===== config.mk =====
export PLATFORM = sky130hd
export DESIGN_NAME = mux2_1_rr_arbiter
export DESIGN_NICKNAME = d
export VERILOG_FILES = /design/src/rtl/mux2_1_arb_pkg.sv /design/src/rtl/mux2_1_out_reg.sv /design/src/rtl/mux2_1_rr_arbiter.sv
export SDC_FILE = /design/constraint.sdc
export NUM_CORES = 1
export LEC_CHECK = 0
export ABC_AREA = 1
export CAP_MARGIN = 25
export CORE_AREA = 2 2 39 41
export DETAILED_ROUTE_END_ITERATION = 10
export DIE_AREA = 0 0 41 43
export PLACE_DENSITY = 0.78
export SLEW_MARGIN = 10
export SYNTH_ARGS = -nofsm -noshare
export SYNTH_HDL_FRONTEND = slang
export SYNTH_HIERARCHICAL = 1
export SYNTH_SLANG_ARGS = --single-unit

===== constraint.sdc =====
create_clock -name clk -period 2.3 [get_ports clk]
set_input_delay 0.23 -clock clk [delete_from_list [all_inputs] [get_ports clk]]
set_output_delay 0.23 -clock clk [all_outputs]
set_load 0.05 [all_outputs]

===== src/rtl/mux2_1_arb_pkg.sv =====
// Shared definitions for the 2:1 round-robin arbiter slice.
// Contents:
//   arb_state_e      : arbiter FSM state encoding (IDLE, GRANT0, GRANT1)
//   DEF_*            : default parameter values used by the modules
//   burst_cnt_width  : width needed for a burst counter that must reach max_burst
package mux2_1_arb_pkg;

  typedef enum logic [1:0] {
    IDLE   = 2'b00,
    GRANT0 = 2'b01,
    GRANT1 = 2'b10
  } arb_state_e;

  localparam int DEF_DATA_WIDTH = 2;
  localparam int DEF_MAX_BURST  = 4;
  localparam int DEF_CNT_WIDTH  = 8;

  // The counter has to hold the value max_burst itself, hence the +1.
  function automatic int burst_cnt_width(input int max_burst);
    return $clog2(max_burst + 1);
  endfunction

endpackage


===== src/rtl/mux2_1_out_reg.sv =====
// Registered 2:1 mux with a single-entry valid/ready output stage.
// Ports:
//   clk       : clock, posedge
//   reset     : synchronous active-high reset, empties the stage
//   selector  : 0 loads data0, 1 loads data1
//   data0/1   : candidate lanes
//   push      : load the selected lane this cycle
//   pop       : downstream takes the held beat this cycle
//   data_out  : held beat
//   valid_out : stage holds a beat
module mux2_1_out_reg
  import mux2_1_arb_pkg::*;
#(
  parameter int DATA_WIDTH = DEF_DATA_WIDTH
) (
  input  logic                  clk,
  input  logic                  reset,
  input  logic                  selector,
  input  logic [DATA_WIDTH-1:0] data0,
  input  logic [DATA_WIDTH-1:0] data1,
  input  logic                  push,
  input  logic                  pop,
  output logic [DATA_WIDTH-1:0] data_out,
  output logic                  valid_out
);

  logic [DATA_WIDTH-1:0] data_r;
  logic                  valid_r;

  // Output stage: a push wins over a pop so push+pop reloads and stays valid.
  always_ff @(posedge clk) begin
    if (reset) begin
      data_r  <= {DATA_WIDTH{1'b0}};
      valid_r <= 1'b0;
    end else if (push) begin
      data_r  <= selector ? data1 : data0;
      valid_r <= 1'b1;
    end else if (pop) begin
      valid_r <= 1'b0;
    end
  end

  assign data_out  = data_r;
  assign valid_out = valid_r;

endmodule


===== src/rtl/mux2_1_rr_arbiter.sv =====
// Round-robin arbiter/sequencer sharing one registered output lane between
// two valid/ready requesters, bounding each grant to MAX_BURST beats.
// Ports:
//   clk, reset              : clock (posedge) and synchronous active-high reset
//   valid_in0/data_in0      : requester 0 beat; ready_out0 accepts it
//   valid_in1/data_in1      : requester 1 beat; ready_out1 accepts it
//   data_out/valid_out      : registered output beat; ready_in takes it
//   selector                : 1 only while requester 1 holds the grant
//   busy                    : a grant is active
// Optional build macro MUX2_1_ARB_STATS_EN adds grant_cnt0/grant_cnt1,
// saturating counts of grant entries per requester.
module mux2_1_rr_arbiter
  import mux2_1_arb_pkg::*;
#(
  parameter int DATA_WIDTH = DEF_DATA_WIDTH,
  parameter int MAX_BURST  = DEF_MAX_BURST
`ifdef MUX2_1_ARB_STATS_EN
  ,
  parameter int CNT_WIDTH  = DEF_CNT_WIDTH
`endif
) (
  input  logic                  clk,
  input  logic                  reset,
  input  logic                  valid_in0,
  input  logic [DATA_WIDTH-1:0] data_in0,
  output logic                  ready_out0,
  input  logic                  valid_in1,
  input  logic [DATA_WIDTH-1:0] data_in1,
  output logic                  ready_out1,
  output logic [DATA_WIDTH-1:0] data_out,
  output logic                  valid_out,
  input  logic                  ready_in,
  output logic                  selector,
  output logic                  busy
`ifdef MUX2_1_ARB_STATS_EN
  ,
  output logic [CNT_WIDTH-1:0]  grant_cnt0,
  output logic [CNT_WIDTH-1:0]  grant_cnt1
`endif
);

  localparam int             BW         = burst_cnt_width(MAX_BURST);
  localparam logic [BW-1:0]  BURST_LAST = BW'(MAX_BURST);
  localparam logic [BW-1:0]  CNT_ZERO   = {BW{1'b0}};

  arb_state_e            state_r, state_nxt_s;
  logic                  last_served_r, last_served_nxt_s;
  logic [BW-1:0]         burst_cnt_r, burst_cnt_nxt_s, cnt_inc_s;
  logic                  slot_open_s, ready0_s, ready1_s;
  logic                  accept0_s, accept1_s, burst_done_s;
  logic                  push_s, pop_s, selector_s, valid_out_s;
  logic [DATA_WIDTH-1:0] data_out_s;

  // The output slot can take a beat when empty or being drained this cycle.
  assign slot_open_s  = !valid_out_s || ready_in;
  assign ready0_s     = (state_r == GRANT0) && slot_open_s;
  assign ready1_s     = (state_r == GRANT1) && slot_open_s;
  assign accept0_s    = valid_in0 && ready0_s;
  assign accept1_s    = valid_in1 && ready1_s;
  assign cnt_inc_s    = burst_cnt_r + BW'(1'b1);
  assign burst_done_s = (accept0_s || accept1_s) && (cnt_inc_s == BURST_LAST);
  assign push_s       = accept0_s || accept1_s;
  assign pop_s        = valid_out_s && ready_in;
  assign selector_s   = (state_r == GRANT1);

  // Next-state, burst counter and round-robin pointer.
  always_comb begin
    state_nxt_s       = state_r;
    last_served_nxt_s = last_served_r;
    burst_cnt_nxt_s   = burst_cnt_r;
    case (state_r)
      IDLE: begin
        burst_cnt_nxt_s = CNT_ZERO;
        if (valid_in0 && valid_in1) begin
          // last_served==1 means requester 0 is next in turn.
          state_nxt_s = last_served_r ? GRANT0 : GRANT1;
        end else if (valid_in0) begin
          state_nxt_s = GRANT0;
        end else if (valid_in1) begin
          state_nxt_s = GRANT1;
        end else begin
          state_nxt_s = IDLE;
        end
      end
      GRANT0: begin
        if (burst_done_s) begin
          last_served_nxt_s = 1'b0;
          burst_cnt_nxt_s   = CNT_ZERO;
          if (valid_in1) begin
            state_nxt_s = GRANT1;
          end else if (valid_in0) begin
            state_nxt_s = GRANT0;
          end else begin
            state_nxt_s = IDLE;
          end
        end else if (ready0_s && !valid_in0) begin
          // Offered slot went unused: hand over early.
          last_served_nxt_s = 1'b0;
          burst_cnt_nxt_s   = CNT_ZERO;
          state_nxt_s       = valid_in1 ? GRANT1 : IDLE;
        end else if (accept0_s) begin
          burst_cnt_nxt_s = cnt_inc_s;
        end else begin
          burst_cnt_nxt_s = burst_cnt_r;
        end
      end
      GRANT1: begin
        if (burst_done_s) begin
          last_served_nxt_s = 1'b1;
          burst_cnt_nxt_s   = CNT_ZERO;
          if (valid_in0) begin
            state_nxt_s = GRANT0;
          end else if (valid_in1) begin
            state_nxt_s = GRANT1;
          end else begin
            state_nxt_s = IDLE;
          end
        end else if (ready1_s && !valid_in1) begin
          last_served_nxt_s = 1'b1;
          burst_cnt_nxt_s   = CNT_ZERO;
          state_nxt_s       = valid_in0 ? GRANT0 : IDLE;
        end else if (accept1_s) begin
          burst_cnt_nxt_s = cnt_inc_s;
        end else begin
          burst_cnt_nxt_s = burst_cnt_r;
        end
      end
      default: begin
        state_nxt_s       = IDLE;
        last_served_nxt_s = 1'b1;
        burst_cnt_nxt_s   = CNT_ZERO;
      end
    endcase
  end

  // Arbiter state registers.
  always_ff @(posedge clk) begin
    if (reset) begin
      state_r       <= IDLE;
      last_served_r <= 1'b1;
      burst_cnt_r   <= CNT_ZERO;
    end else begin
      state_r       <= state_nxt_s;
      last_served_r <= last_served_nxt_s;
      burst_cnt_r   <= burst_cnt_nxt_s;
    end
  end

  mux2_1_out_reg #(
    .DATA_WIDTH (DATA_WIDTH)
  ) u_out_reg (
    .clk       (clk),
    .reset     (reset),
    .selector  (selector_s),
    .data0     (data_in0),
    .data1     (data_in1),
    .push      (push_s),
    .pop       (pop_s),
    .data_out  (data_out_s),
    .valid_out (valid_out_s)
  );

  assign ready_out0 = ready0_s;
  assign ready_out1 = ready1_s;
  assign data_out   = data_out_s;
  assign valid_out  = valid_out_s;
  assign selector   = selector_s;
  assign busy       = (state_r != IDLE);

`ifdef MUX2_1_ARB_STATS_EN
  localparam logic [CNT_WIDTH-1:0] STAT_MAX = {CNT_WIDTH{1'b1}};

  logic                 enter0_s, enter1_s;
  logic [CNT_WIDTH-1:0] grant_cnt0_r, grant_cnt1_r;

  // A grant entry is a move into GRANTx or a burst restart within GRANTx.
  assign enter0_s = (state_nxt_s == GRANT0) && ((state_r != GRANT0) || burst_done_s);
  assign enter1_s = (state_nxt_s == GRANT1) && ((state_r != GRANT1) || burst_done_s);

  // Saturating grant-entry counters.
  always_ff @(posedge clk) begin
    if (reset) begin
      grant_cnt0_r <= {CNT_WIDTH{1'b0}};
      grant_cnt1_r <= {CNT_WIDTH{1'b0}};
    end else begin
      if (enter0_s && (grant_cnt0_r != STAT_MAX)) begin
        grant_cnt0_r <= grant_cnt0_r + CNT_WIDTH'(1'b1);
      end
      if (enter1_s && (grant_cnt1_r != STAT_MAX)) begin
        grant_cnt1_r <= grant_cnt1_r + CNT_WIDTH'(1'b1);
      end
    end
  end

  assign grant_cnt0 = grant_cnt0_r;
  assign grant_cnt1 = grant_cnt1_r;
`endif

endmodule


==> reports/metrics.csv <==
metric,value,unit
P per Cell Area,752.5,mW/mm²
leakage power,0.4089,nW
floorplan net count,106,
Crit Path Category,register to output pin,
yosys xor share,0,%
maximum VDD drop,489.6,µV
CTS max path bufs,2,
Clock power frac,20.1,%
final core occ,59.95,%
Final nets,126,
setup bufs post-CTS,0,
CTS tree,built,
Routed Wire Length,1400,µm
OpenROAD warning count,29,
CP max FO,9,
gp weighted congestion,0.7419,
Setup TNS Final,0,ns
Root Buffer,clkbuf_4,
layout cells sized above 1,18.18,%
post-synth cell types,18,
sw frac,44.03,%
Diodes inserted,0,
fin. max-slew vios,0,
"top comb family, area",simple AND/OR/NAND/NOR gates,
NetSw,274.9,µW
Fin. Hold Viols,0,
Gate power share,48.7,%
Seq pwr share,31.2,%
syn avg cell area,6.998,µm²
grt ovf,0,
worst skew pair latency,0.27,ns
final setup fails,0,
Post-Syn Instances,91,
drt wl/cell,11.11,µm
fin crit period,2.126,ns
die area,0.001763,mm²
WHS Path Cells,2,
min-delay src,last_served_r$_SDFFE_PP1P_,
post-synthesis adder-cell area fraction,11.79,%
CTS H-tree depth,1,
drt drc,0,
fin cells,126,
First-pass DRT Iterations,5,
Worst Setup End Kind,output pin,
Synth Area in Compound Gates,13.16,%
R2R cell count,5,
PostCTS Resize Cnt,0,
crit path DAT,1.90,ns
clock transition at the registers of the reported paths,0.07,ns
die y size,43,µm
max-cap violation count,0,
measured slew at the worst slew-check pin,0.6291,ns
"Req. time, crit path",2.07,ns
maximum clock frequency,470.3,MHz
placed inst area,802.0,µm²
# hold bufs at CTS,0,
Hold Crit Class,register to register,
first-pass GRT wire length,2228,µm
die width,41,µm
clock sink count,9,
status,completed,
vias per inst,4.968,
design area,829.5,µm²
final hold slack,0.5043,ns
FF-to-FF setup slack,0.62,ns
min setup slack post-route,0.1737,ns
row count,14,
largest net degree at the start of global routing,10,
CP startpoint,state_r[0]$_SDFFE_PP0P_,
initial antenna violation count,0,
worst clock skew,0.006604,ns
Final period util,92.45,%
Critical Path Sink,selector,
ys flops,9,
pre-CTS setup slack,0.4680,ns
number of global-route vias before repair,555,
RR Startpoint,state_r[0]$_SDFFE_PP0P_,
overall routing resource usage,18.87,%
FF-to-FF End,burst_cnt_r[2]$_SDFFE_PP0P_,
mux share,0,%
simple share,35.17,%
headroom to the max-slew limit,57.61,%
Int Pwr,349.3,µW
initial DRC count,18,
unrepaired setup endpoints after global routing,false,
"Chip Area, Yosys",636.9,µm²
I/O pins,16,
Tot Pwr,624.2,µW
critical path launch point type,register,
CTS buffer count,3,
DP HPWL,1135,µm
yosys warns,6,
Hold EP,last_served_r$_SDFFE_PP1P_,
Vias,626,
cells in synth_stat.txt,91,
-- synth_stat cells, drive strengths merged --
cell type	n	area share, %
nor2	8	5.1
o21ai	5	3.9
nand3	11	10
a21oi	8	6.9
dfxtp	9	28
inv	19	12
ha	6	12
nand4	1	0.98
a22oi	1	1.2
nand2	22	19
o211ai	1	1.2
-- critical path, stage by stage (launching register included) --
cell             delay (ns)
dfxtp_1                0.34
inv_1                  0.09
ha_1                   0.33
clkdlybuf4s50_1        0.86
-- per-layer routing --
layer	global-route usage, %	share of wire (%)
met2	29.06	50
met5	0	0
met3	7.853	5.8
met1	23.86	44
met4	4.000	0.71
-- placed cells by master (no fill, tap or decap), types with 2 or more instances in the layout --
cell and count:
clkdlybuf4s50_1 13, a21oi_1 7, o21ai_0 4, clkbuf_4 3, nand2_4 5, nand3_2 2, nor2_1 7, dfxtp_1 9
nand2_1 17, buf_4 2, inv_2 4, inv_1 14, nand3_1 9, ha_1 6
-- power by group through the flow --
stage | clock network, mW | logic [mW] | registers, mW
floorplan | 0 | 0.188 | 0.225
global placement | 0 | 0.297 | 0.196
detailed placement | 0 | 0.304 | 0.198
CTS | 0.127 | 0.305 | 0.195
global route | 0.136 | 0.332 | 0.199
finish | 0.126 | 0.304 | 0.195
-- registers in the layout (all words and copies together) (netlist names) --
register and flops:
burst_cnt_r 3, state_r 2, u_out_reg/data_out 2, last_served_r 1, u_out_reg/valid_out 1
-- layout make-up --
type,instances,area [µm²]
tap,16,20.02
clock inverter,1,5.005
multi-input combinational,63,382.9
clock buffer,3,22.52
inverter,19,73.82
timing repair buffer,15,145.1
sequential,9,180.2
fill,134,554.3
Figure 1. Cell sizes after repair.
Drawn at 12 px/µm.
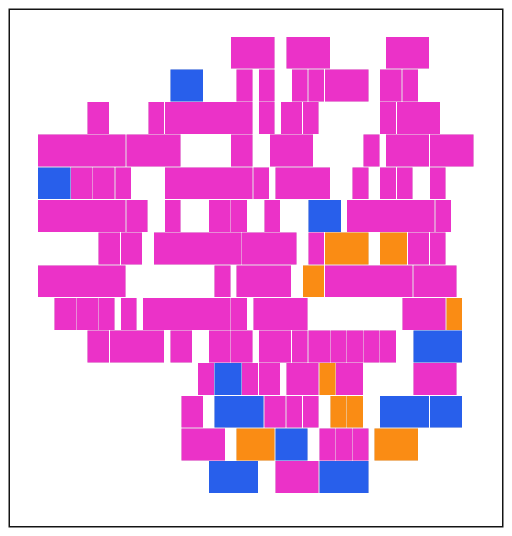
[drive 3 to 4] blue | cells: 11
[drive 2] orange | cells: 9
[drive 1 or less] magenta | cells: 90

Figure 2. Routed metal, one color a layer.
Drawn at 12 px/µm. Only two layers are drawn.
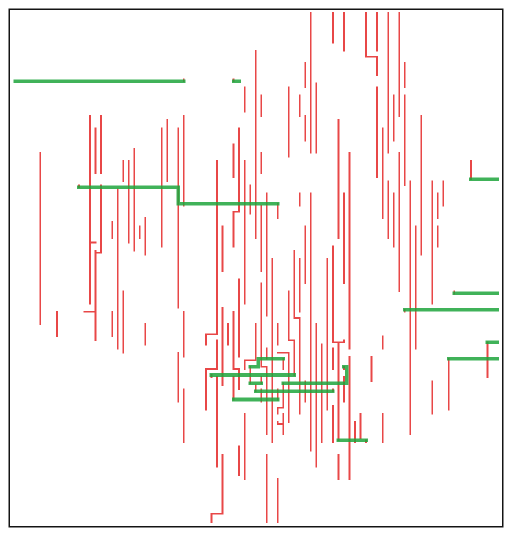
[met2] red | wire length: 700 µm
[met3] green | wire length: 81.0 µm

Figure 3. Ports around the boundary.
Drawn at 12 px/µm. Pins as bars across the die edge, other pins in gray.
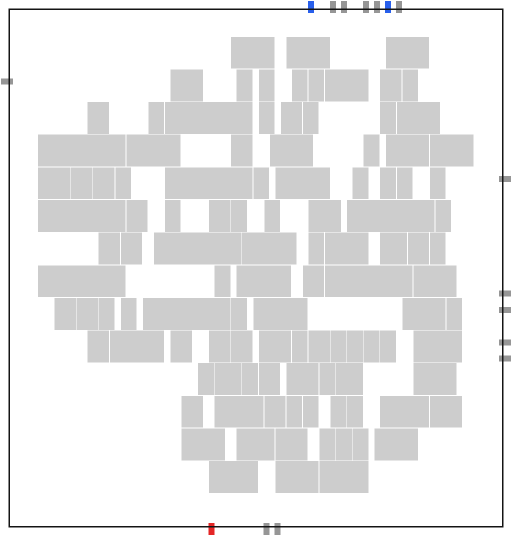
[busy] red | pins: 1 | direction: output | edge: bottom
[data_in1] blue | pins: 2 | direction: input | edge: top

Figure 4. Wires at chosen ports, followed through buffers.
Drawn at 6 px/µm.
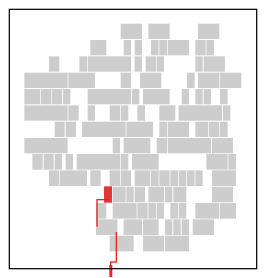
[busy] red | bits: 1 | direction: output | end cells: 1 | buffers: 1 | wire: 13.0 µm

Figure 5. Placed standard cells.
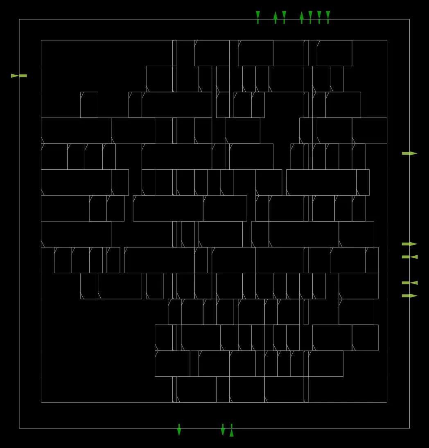
seq_cells: 9
flop share of the area: 21.72%
Core ar.: 0.001384 mm²

No activity file was given, so power comes from the tool's default toggle rates.
